**src/rtl/sap_memory_unit.sv**
```systemverilog
// SAP memory stage: MAR, MDR and a DEPTH x DATA_W RAM with a byte-stream programming port.
// Optional build macro MEM_CLEAR_ON_RESET_EN: rst_n also clears every RAM word.
module sap_memory_unit #(
  parameter int ADDR_W = 4,
  parameter int DATA_W = 8,
  parameter int DEPTH  = 16  // must equal 2**ADDR_W
) (
  input  logic              clk,
  input  logic              rst_n,
  input  logic [DATA_W-1:0] bus_in,
  input  logic              mar_addr_load_n,
  input  logic              mar_mem_load_n,
  input  logic              ram_en_n,
  input  logic              ram_load_n,
  output logic [DATA_W-1:0] bus_out,
  output logic              bus_drive,
  output logic [ADDR_W-1:0] mar_q,
  input  logic              prog_en,
  input  logic              prog_valid,
  input  logic [DATA_W-1:0] prog_data,
  output logic              prog_ready,
  output logic              prog_done
);

  localparam logic [1:0] ST_RUN  = 2'd0;
  localparam logic [1:0] ST_LOAD = 2'd1;
  localparam logic [1:0] ST_DONE = 2'd2;

  logic [1:0]        r_state;
  logic [ADDR_W-1:0] r_mar;
  logic [ADDR_W-1:0] r_pcnt;
  logic [DATA_W-1:0] r_mdr;
  logic [DATA_W-1:0] r_ram [DEPTH];

  logic              w_cpu_en;
  logic              w_prog_we;
  logic              w_ram_we;
  logic [ADDR_W-1:0] w_ram_addr;
  logic [DATA_W-1:0] w_ram_wdata;
  logic              w_pcnt_last;
  logic              w_unused_bus_hi;

  // CPU controls only act in RUN and only while the host is not requesting the port
  assign w_cpu_en    = (r_state == ST_RUN) && !prog_en;
  assign w_prog_we   = (r_state == ST_LOAD) && prog_valid;
  assign w_ram_we    = w_prog_we || (w_cpu_en && !ram_load_n);
  assign w_ram_addr  = (r_state == ST_LOAD) ? r_pcnt : r_mar;
  assign w_ram_wdata = (r_state == ST_LOAD) ? prog_data : r_mdr;
  assign w_pcnt_last = (r_pcnt == ADDR_W'(DEPTH - 1));
  assign w_unused_bus_hi = ^bus_in[DATA_W-1:ADDR_W];

  assign bus_drive  = w_cpu_en && !ram_en_n;
  assign bus_out    = bus_drive ? r_ram[r_mar] : '0;
  assign mar_q      = r_mar;
  assign prog_ready = (r_state == ST_LOAD);
  assign prog_done  = (r_state == ST_DONE);

  always_ff @(posedge clk or negedge rst_n) begin
    if (!rst_n) begin
      r_state <= ST_RUN;
      r_pcnt  <= '0;
    end else begin
      case (r_state)
        ST_RUN: begin
          if (prog_en) begin
            r_state <= ST_LOAD;
            r_pcnt  <= '0;
          end
        end
        ST_LOAD: begin
          if (!prog_en) begin
            r_state <= ST_RUN;
          end else if (prog_valid) begin
            // pcnt parks on the last word; DONE is entered instead of wrapping
            if (w_pcnt_last) r_state <= ST_DONE;
            else             r_pcnt  <= r_pcnt + 1'b1;
          end
        end
        ST_DONE: begin
          if (!prog_en) r_state <= ST_RUN;
        end
        default: r_state <= ST_RUN;
      endcase
    end
  end

  always_ff @(posedge clk or negedge rst_n) begin
    if (!rst_n) begin
      r_mar <= '0;
      r_mdr <= '0;
    end else begin
      if (w_cpu_en && !mar_addr_load_n) r_mar <= bus_in[ADDR_W-1:0];
      if (w_cpu_en && !mar_mem_load_n)  r_mdr <= bus_in;
    end
  end

`ifdef MEM_CLEAR_ON_RESET_EN
  always_ff @(posedge clk or negedge rst_n) begin
    if (!rst_n) begin
      for (int i = 0; i < DEPTH; i++) r_ram[i] <= '0;
    end else if (w_ram_we) begin
      r_ram[w_ram_addr] <= w_ram_wdata;
    end
  end
`else
  // Contents survive reset; power-up value is undefined until written
  always_ff @(posedge clk) begin
    if (w_ram_we) r_ram[w_ram_addr] <= w_ram_wdata;
  end
`endif

endmodule

```
**config.mk**
```make
export PLATFORM = sky130hd
export DESIGN_NAME = sap_memory_unit
export DESIGN_NICKNAME = d
export VERILOG_FILES = /design/src/rtl/sap_memory_unit.sv
export SDC_FILE = /design/constraint.sdc
export NUM_CORES = 1
export LEC_CHECK = 0
export CAP_MARGIN = 0
export CORE_MARGIN = 5
export CORE_UTILIZATION = 58
export CTS_CLUSTER_SIZE = 8
export DETAILED_ROUTE_END_ITERATION = 10
export PLACE_DENSITY = 0.76
export REMOVE_ABC_BUFFERS = 1
export SLEW_MARGIN = 5
export SYNTH_ARGS = -nofsm -noshare
export SYNTH_HDL_FRONTEND = slang
export SYNTH_SLANG_ARGS = --single-unit
```
**constraint.sdc**
```tcl
create_clock -name clk -period 2.6 [get_ports clk]
set_input_delay 0.39 -clock clk [delete_from_list [all_inputs] [get_ports clk]]
set_output_delay 0.39 -clock clk [all_outputs]
set_load 0.02 [all_outputs]
```
==> run_1/placement.png <==
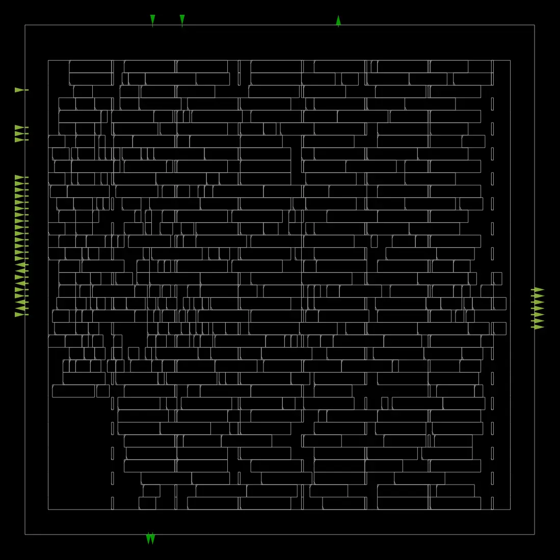
share of cell area taken by flip-flops and latches: 57.9%
final core utilization: 75.2%
Core ar.: 9860 µm²
number of core rows: 36

==> run_1/detail.png <==
Window x 41 to 71, y 41 to 71 µm. Cells in grey, sequential cells in the stronger grey; small squares are vias.
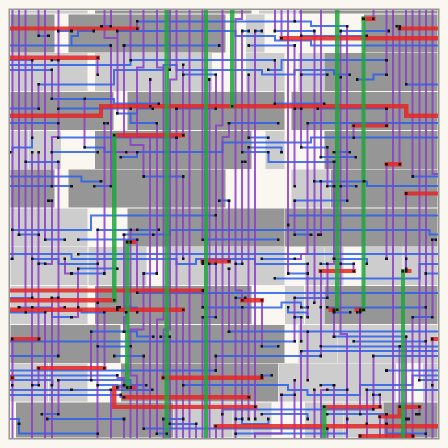
- blue: metal 1
- red: metal 3
- green: metal 4
- purple: metal 2
- sequential cells in the window: 17
- netlist names of flops here include: r_ram (17)
- cells with their middle in the window: 47
- most frequent: edfxtp_1 (17), nor2_1 (8), buf_4 (8)

==> run_1/metal_density.png <==
Scale: 2 px per µm. 22 x 22 tiles, from dark purple (low) to yellow (high), scaled to the fullest tile. Values are wire area over tile area, all layers added.
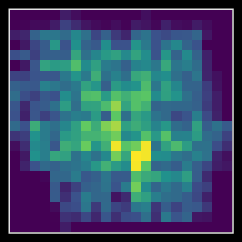
- densest ninth of the die: centre
- nearly empty tiles: 20%
- tiles over half the peak: 20%
- fullest tile: 0.62
- mean over tiles: 0.18
via count of the routed design: 3411
total global routing track utilization: 22.8%

==> run notes, run 1 <==
Results of the flow run.

The run finished, with violations left. The checks that failed: negative setup slack. The cell resize tally after clock tree synthesis stands at between 40 and 50. The power dissipated by switching net loads stands at about 1500 µW.

After layout, the buffer instance count without clock buffers stands at between 80 and 90. The layout-stage area growth over the synthesis result stands at 25.1%. The first global-routing pass estimated just over 20 mm of wire.

In this run the tools logged warnings totalling 27. The share of synthesized area in the top cell type comes to about two thirds. Power comes to slightly below 6000 µW. The synthesized netlist has a Yosys-reported chip area of approximately 5900 µm².

The layout report lists the clock-cell share of area as between 6 and 7%. The via-per-instance ratio stands at slightly above 6. The worst reg-to-reg setup slack stands at about 260 ps. The post-synthesis share of cell area spent on and-or and or-and gates stands at a little under 3%. Of the combinational cells, the family taking the most area is multiplexers. The final timing report lists a max-slew violation count of 0. At the pin with the least slew margin, the transition time is slightly below 800 ps.

The maximum vdd ir drop stands at slightly above 600 µV. The final hold violation count stands at 0. Among all stages on the critical path, the largest delay is contributed by or3_4. The antenna cell count stands at 0. The number of global-route vias before repair stands at about 3500.

The cell type that accounts for the most area after synthesis is edfxtp_1. By count the netlist is led by edfxtp_1, mux4_2, nand2_1, nor2_1, dfrtp_1. The remaining number of nets flagged by the antenna check after routing stands at 0.

The critical path starts at r_state[1]. The number of warnings issued by yosys stands at 0. Setup repair after global routing could not meet its margin everywhere.

The wire length recorded after detailed routing is 14.0 mm. The count of H-tree levels built during CTS stands at 4. After synthesis, the cell types taking the most area are edfxtp_1, mux4_2, dfrtp_1. The buffering overhead stands at 10.7%. Clock buffers in the final layout number 24.

The placed wire-length estimate after detailed placement stands at ~7.9 mm. TritonCTS built the clock tree. Per the timing report, the most critical flop-to-flop path finishes at r_ram[5][5].

Setup violations remaining at the end of the flow were counted as 6. Fill cells in the final layout number 553. Summing all placed instances gives a cell area of ~6700 µm². The number of antenna violations at the first check in global routing came to 0.

Of the total power, the clock network draws a little over a third. 39 I/O pins were placed. The synthesized netlist was found by Yosys to have 327 cells. The number of distinct library cells after synthesis stands at 36. The worst-path maximum fanout stands at 7. The most critical setup path has its endpoint at bus_out[3]. Summing every instance area after synthesis gives 5920 µm². The summed negative setup slack over all endpoints stands at -190 ps. By startpoint and endpoint, the worst setup path is classified as flop to output port. The skew report gives the latency at the later pin of the worst-skew pair as about 530 ps. The power drawn by the combinational cells stands at ~1000 µW. Among cell families on the critical path, the largest total delay comes from simple AND/OR/NAND/NOR gates. The worst clock skew on the final layout stands at 10.1 ps. CTS placed an instance of clkbuf_8 at the clock tree root. Buffers placed on the I/O ports in this run total 38. Multi-input combinational cells in the finished layout were counted as between 150 and 200. The non-clock inverters instantiated in the layout total 3.

The clock transition at the registers of the reported paths stands at about 60 ps. Note that the worst hold path type here is primary input to async pin. The worst hold slack across all endpoints stands at between 300 and 400 ps. Sequential cells placed in the final layout were counted as about 150. Post-synth the commonest register cell is edfxtp_1. The layout report gives the multi-input gate share of total cell area as ~22%. Buffers added to address setup during post-CTS repair amount to 10. The setup slack after layout stands at -66.0 ps. The depth of the most critical reg-to-reg path stands at 6. The data required time reported for the critical path is ~2200 ps. The final standard cell area without fillers stands at roughly 7400 µm². In the power breakdown, the internal column shows approximately 4400 µW.

The sequential power stands at around 2800 µW. In this run the power density over the cells is about 800 nW/µm². The tap cell count stands at 133.
## run 1: layout by cell type (no fill, tap or decap), drive strengths merged, types with 5 or more instances in the layout
cell	Yosys	layout
nor3	5	5
a31oi	6	6
mux4	32	32
mux2i	8	8
a22oi	8	8
nor2	24	24
clkdlybuf4s50	0	28
buf	10	51
nand2	26	26
clkinv	0	7
nor3b	5	5
clkbuf	4	24
dfrtp	18	18
edfxtp	128	128
o21ai	14	14
mux2	12	12
and3	5	5
## run 1: state kept, by name (all words and copies together), names as in the netlist
name / flops
mar_q: 4
r_mdr: 8
r_pcnt: 4
r_ram: 128
r_state: 2
## run 1: metal layers
layer  track usage, %  part of all wire (%)  vias to the layer above
met1             31.5                    38                     1713
met5                0                     0                        -
met2             35.3                    51                      201
met3             6.06                   8.1                       27
li1                 -                     -                     1470
met4             8.27                   2.2                        0
==> inputs of run 2 (changes only) <==
- CORE_UTILIZATION: 58 -> 60
- CTS_BUF_LIST: default -> sky130_fd_sc_hd__clkbuf_8
- PLACE_DENSITY: 0.76 -> 0.79
==> run notes, run 2 <==
Results of the flow run.

The worst hold-check path type is primary input to async pin (unchanged). The layout-stage area growth over the synthesis result stands at 22.3% (was 25.1%). The met1 track demand over resource was 32.9% (was 31.5%).

The maximum vdd ir drop stands at 395 µV (was 615 µV). The flip-flop count of the largest register, all copies and words added was 128 (unchanged). The met3 track demand over resource came to 6.22% (was 6.06%). The termination of the worst setup path was bus_out[0] (was bus_out[3]). The total internal power stands at 4340 µW (was 4440 µW).

The antenna cell count was 0 (unchanged). The worst-path maximum fanout is 7 (unchanged). The met2 wire length stands at 6.51 mm (was 7.16 mm). The top-area cell type share of the netlist area is 64.9% (unchanged). The number of standard-cell rows in the floorplan is 36 (unchanged). The summed negative setup slack over all endpoints stands at 0 ps (was -190 ps). The worst clock skew on the final layout came to 10.4 ps (was 10.1 ps). The number of non-clock inverters in the layout came to 3 (unchanged). The wire length on met1 was 5.15 mm (was 5.38 mm).

The depth of the most critical reg-to-reg path is 6 (unchanged). The required time of the critical path was 2210 ps (about the same). Run status: finished clean (was complete, but fails checks). The number of warnings issued by yosys stands at 0 (unchanged). The count of plain and timing-repair buffers is 79 (was 81). The placed wire-length estimate after detailed placement stands at 8.08 mm (was 7.89 mm).

The cell resize tally after clock tree synthesis stands at 45 (was 49). Top logic cells by instance count in the layout: edfxtp_1, mux4_2, buf_4 (was edfxtp_1, buf_4, mux4_2). The final wirelength was 12.9 mm (was 14.0 mm). The number of cell instances after yosys synthesis stands at 327 (unchanged). The logic share of the area stands at 22.1% (about the same). The number of antenna violations at the first check in global routing stands at 0 (unchanged). The via count stands at 3332 (was 3411). The clock tree from TritonCTS is built (unchanged). The highest-delay cell along the critical path was mux4_2 (was or3_4).

The number of distinct library cells after synthesis is 36 (unchanged). Largest registers in the final layout: r_ram (128), r_mdr (8) (unchanged). The post-placement setup slack came to -308 ps (was -408 ps).

The post-synthesis cell area stands at 5920 µm² (unchanged). The clock group share of total power was 35.9% (was 35.8%). The transition at the pin with the smallest max-transition slack is 793 ps (was 795 ps). The final-layout clock-cell area share stands at 6.23% (was 6.78%).

The I/O pin total stands at 39 (unchanged). The power drawn by the combinational cells came to 912 µW (was 1020 µW). The worst setup path startpoint was mar_q[0] (was r_state[1]).

The top layer used by detailed routing is met4 (unchanged). The final hold violation count is 0 (unchanged). The number of multi-input logic gates is 164 (unchanged). The root buffer cell is clkbuf_8 (unchanged).

The cell area reported after detailed placement stands at 6690 µm² (was 6650 µm²). The total length of routed met3 wires stands at 985 µm (was 1.14 mm). The number of port buffers is 38 (unchanged).

Cell area leaders: edfxtp_1, mux4_2, dfrtp_1 (unchanged). The worst reg-to-reg setup slack stands at 290 ps (was 260 ps). The sequential power stands at 2740 µW (was 2760 µW). The largest area contributor in the netlist was edfxtp_1 (unchanged). The most used flip-flop cell after synthesis is edfxtp_1 (unchanged).

The most numerous logic cell after layout is edfxtp_1 (unchanged). The power density of the placed cells is 786 nW/µm² (was 794 nW/µm²). The global routing usage summed across all routing layers stands at 23.7% (was 22.8%).

The worst-skew pair later-pin latency stands at 440 ps (was 530 ps). The count of H-tree levels built during CTS stands at 4 (unchanged). The setup slack after layout is 39.3 ps (was -66.0 ps). The worst hold slack across all endpoints stands at 412 ps (was 329 ps). The register bank with the most flops was r_ram (unchanged). The number of slew-limit violations in the final report came to 0 (unchanged).

The clock transition at the registers of the reported paths stands at 70 ps (was 60 ps). The final standard cell area without fillers came to 7250 µm² (was 7410 µm²). The global-route wire length before repair stands at 19.9 mm (was 20.4 mm). The highest-utilization routing layer at the global route stage is met2 (unchanged). The number of global-route vias before repair came to 3480 (was 3477). The number of hold buffers added after cts stands at 0 (unchanged).

Ranking of synthesized cells by instance count: edfxtp_1, mux4_2, nand2_1, nor2_1, dfrtp_1 (unchanged). The via-per-instance ratio stands at 5.99 (was 6.10). The remaining number of nets flagged by the antenna check after routing stands at 0 (unchanged). The end of the worst register-to-register path was r_ram[10][4] (was r_ram[5][5]).

The startpoint-to-endpoint class of the critical path was flop to output port (unchanged). The Yosys chip area stands at 5920 µm² (unchanged).
==> run 2: cell counts after synthesis <==
Identical to the previous run, type by type.
==> run 2: metrics by stage <==
step,instances,power [µW]
final,556,5690
after global routing,556,5920
after CTS,555,5700
after detailed placement,522,3630
after global placement,522,3600
after floorplan,313,3280
==> run 2: cell families after synthesis <==
| family | count (synthesis) | share of synthesized area, % |
|---|---|---|
| XOR/XNOR | 2 | 0.296 |
| AND-OR/OR-AND | 29 | 2.98 |
| multiplexers | 52 | 15.8 |
| buffers and inverters | 17 | 1.52 |
| adder cells (fa/ha/maj) | 1 | 0.211 |
| AND/OR/NAND/NOR | 80 | 6.72 |
| flip-flops | 146 | 72.5 |
==> run_2/placement.png <==
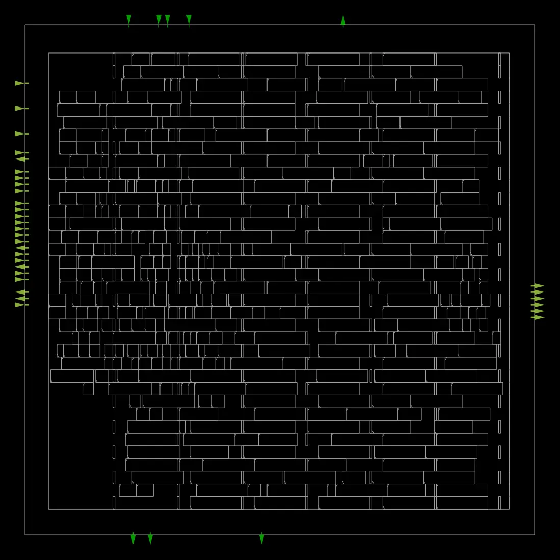
non-filler instance count after layout: 556
final core utilization: 74.8%
count of filler cells inserted in the layout: 544
number of sequential cells in the layout: 146

==> inputs of run 3 (changes only) <==
- CORE_MARGIN: 5 -> default
- SKIP_CTS_REPAIR_TIMING: default -> 1
==> run notes, run 3 <==
Results of the flow run.

The post-synthesis cell area stands at 5920 µm² (unchanged). The global routing usage summed across all routing layers is 25.9% (was 23.7%). The number of warnings issued by yosys came to 0 (unchanged).

The register bank with the most flops is r_ram (unchanged). The number of port buffers stands at 38 (unchanged). The top layer used by detailed routing is met4 (unchanged). The global-route wire length before repair stands at 18.3 mm (was 19.9 mm). The clock transition at the registers of the reported paths stands at 90 ps (was 70 ps). The summed negative setup slack over all endpoints stands at 0 ps (unchanged). The met3 track demand over resource stands at 5.94% (was 6.22%).

Ranking of synthesized cells by instance count: edfxtp_1, mux4_2, nand2_1, nor2_1, dfrtp_1 (unchanged). The root buffer cell is clkbuf_8 (unchanged). The count of plain and timing-repair buffers stands at 73 (was 79). The final hold violation count was 0 (unchanged). The cell family contributing the most delay on the critical path is simple AND/OR/NAND/NOR gates (was multiplexers). The maximum vdd ir drop came to 369 µV (was 395 µV).

The number of setup violations in the final report was 0 (unchanged). The final core area utilization stands at 75.2% (was 74.8%). The number of antenna violations at the first check in global routing is 0 (unchanged). Setup repair after global routing left no endpoint under its margin. The cell area reported after detailed placement came to 6690 µm² (about the same). The highest-utilization routing layer at the global route stage is met2 (unchanged). The worst clock skew on the final layout is 15.0 ps (was 10.4 ps).

The worst setup path startpoint is r_state[0] (was mar_q[0]). The number of global-route vias before repair stands at 3406 (was 3480). The number of distinct library cells after synthesis was 36 (unchanged). The number of enable flip-flop cells was 128 (unchanged). The sequential share of cell area stands at 60.7% (was 59.3%). The setup slack after layout was 88.4 ps (was 39.3 ps). The layout-stage area growth over the synthesis result stands at 19.5% (was 22.3%). The count of flip-flops and latches came to 146 (unchanged).

The worst-path maximum fanout stands at 8 (was 7). The post-placement setup slack came to -378 ps (was -308 ps). Top logic cells by instance count in the layout: edfxtp_1, buf_4, mux4_2 (was edfxtp_1, mux4_2, buf_4). The largest area contributor in the netlist was edfxtp_1 (unchanged).

The via count came to 3262 (was 3332). The transition at the pin with the smallest max-transition slack came to 805 ps (was 793 ps). The buffering overhead stands at 9.21% (was 9.94%). The highest-delay cell along the critical path is or3_4 (was mux4_2). The count of H-tree levels built during CTS is 4 (unchanged). The final-layout clock-cell area share stands at 5.71% (was 6.23%). The clock tree from TritonCTS was built (unchanged). The number of slew-limit violations in the final report stands at 0 (unchanged). The number of filler instances in the final layout came to 558 (was 544). The placed wire-length estimate after detailed placement was 7.75 mm (was 8.08 mm). The number of non-clock inverters in the layout stands at 3 (unchanged).

The via-per-instance ratio came to 5.96 (was 5.99). The worst hold-check path type is primary input to async pin (unchanged). The required time of the critical path stands at 2210 ps (about the same). The number of cell instances after yosys synthesis was 327 (unchanged).

The tap cell count came to 129 (was 133). The largest incremental delay on the critical path is 410 ps (was 540 ps). Run status: finished clean (unchanged). The startpoint-to-endpoint class of the critical path is flop to output port (unchanged). The count of placed standard cells including taps is 515 (was 522).

The final wirelength stands at 11.7 mm (was 12.9 mm). The worst-skew pair later-pin latency came to 440 ps (about the same). The worst hold slack across all endpoints stands at 413 ps (was 412 ps). The top-area cell type share of the netlist area is 64.9% (unchanged). Largest registers in the final layout: r_ram (128), r_mdr (8) (unchanged).

The Yosys chip area was 5920 µm² (unchanged). The fraction of met2 tracks used by global routing stands at 39.8% (was 37.1%). The wire length on met1 came to 4.94 mm (was 5.15 mm). The number of multi-input logic gates stands at 164 (unchanged). The final standard cell area without fillers stands at 7080 µm² (was 7250 µm²).

Cell area leaders: edfxtp_1, mux4_2, dfrtp_1 (unchanged).
run 3: cell counts after synthesis:
Identical to the previous run, type by type.
run 3: worst paths after layout:
kind / cells after the start / endpoint / slack (ps)
setup / recovery: 7 / bus_out[3] / 90
hold / removal: 1 / r_state[0] / 410
setup reg to reg: 6 / r_ram[2][4] / 290
hold reg to reg: 1 / r_mdr[4] / 510
max in group asynchronous: 1 / mar_q[0] / 1630
min in group clk: 1 / r_mdr[4] / 510
run 3: report_power, final:
group	switching (µW)	internal, µW
clock network	919	883
registers	53.6	2690
logic	438	383
run 3: cell families after synthesis:
family / synth area share [%]
fa+ha+maj: 0.211
compound gates: 2.98
xor+xnor: 0.296
simple gates: 6.72
mux: 15.8
buf+inv: 1.52
flops: 72.5
==> run_3/logic_types.png <==
Scale: 4 px per µm.
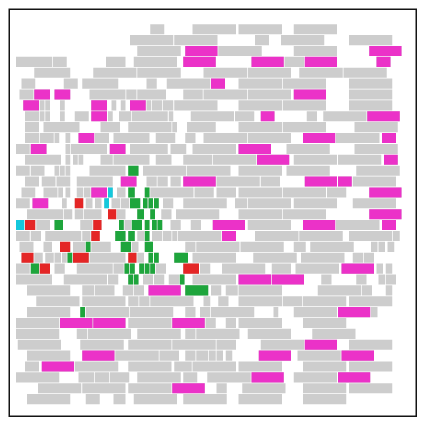
- red: AND and OR gates (cells 11; where west)
- green: NOR gates (cells 36)
- cyan: inverters (cells 3)
- magenta: multiplexers (cells 52; where spread over the die)
most common library cell in the layout ignoring fill and taps: edfxtp_1
combinational share of cell area: 21.9%
non-filler instance count after layout: 547


==> screenshots <==
Routed metal, one colour a layer.
Plate I
Scale: 4 px per µm. Two of the layers only.
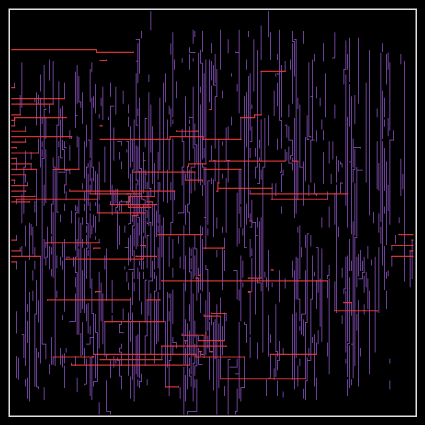
Plate II
Scale: 3 px per µm. Two of the layers only.
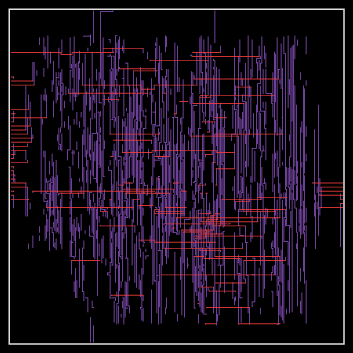
- run 3 = Plate I
- run 1 = Plate II
Of these, largest die: Plate II

Power figures rest on the tool's default switching activity, not on a simulated workload.
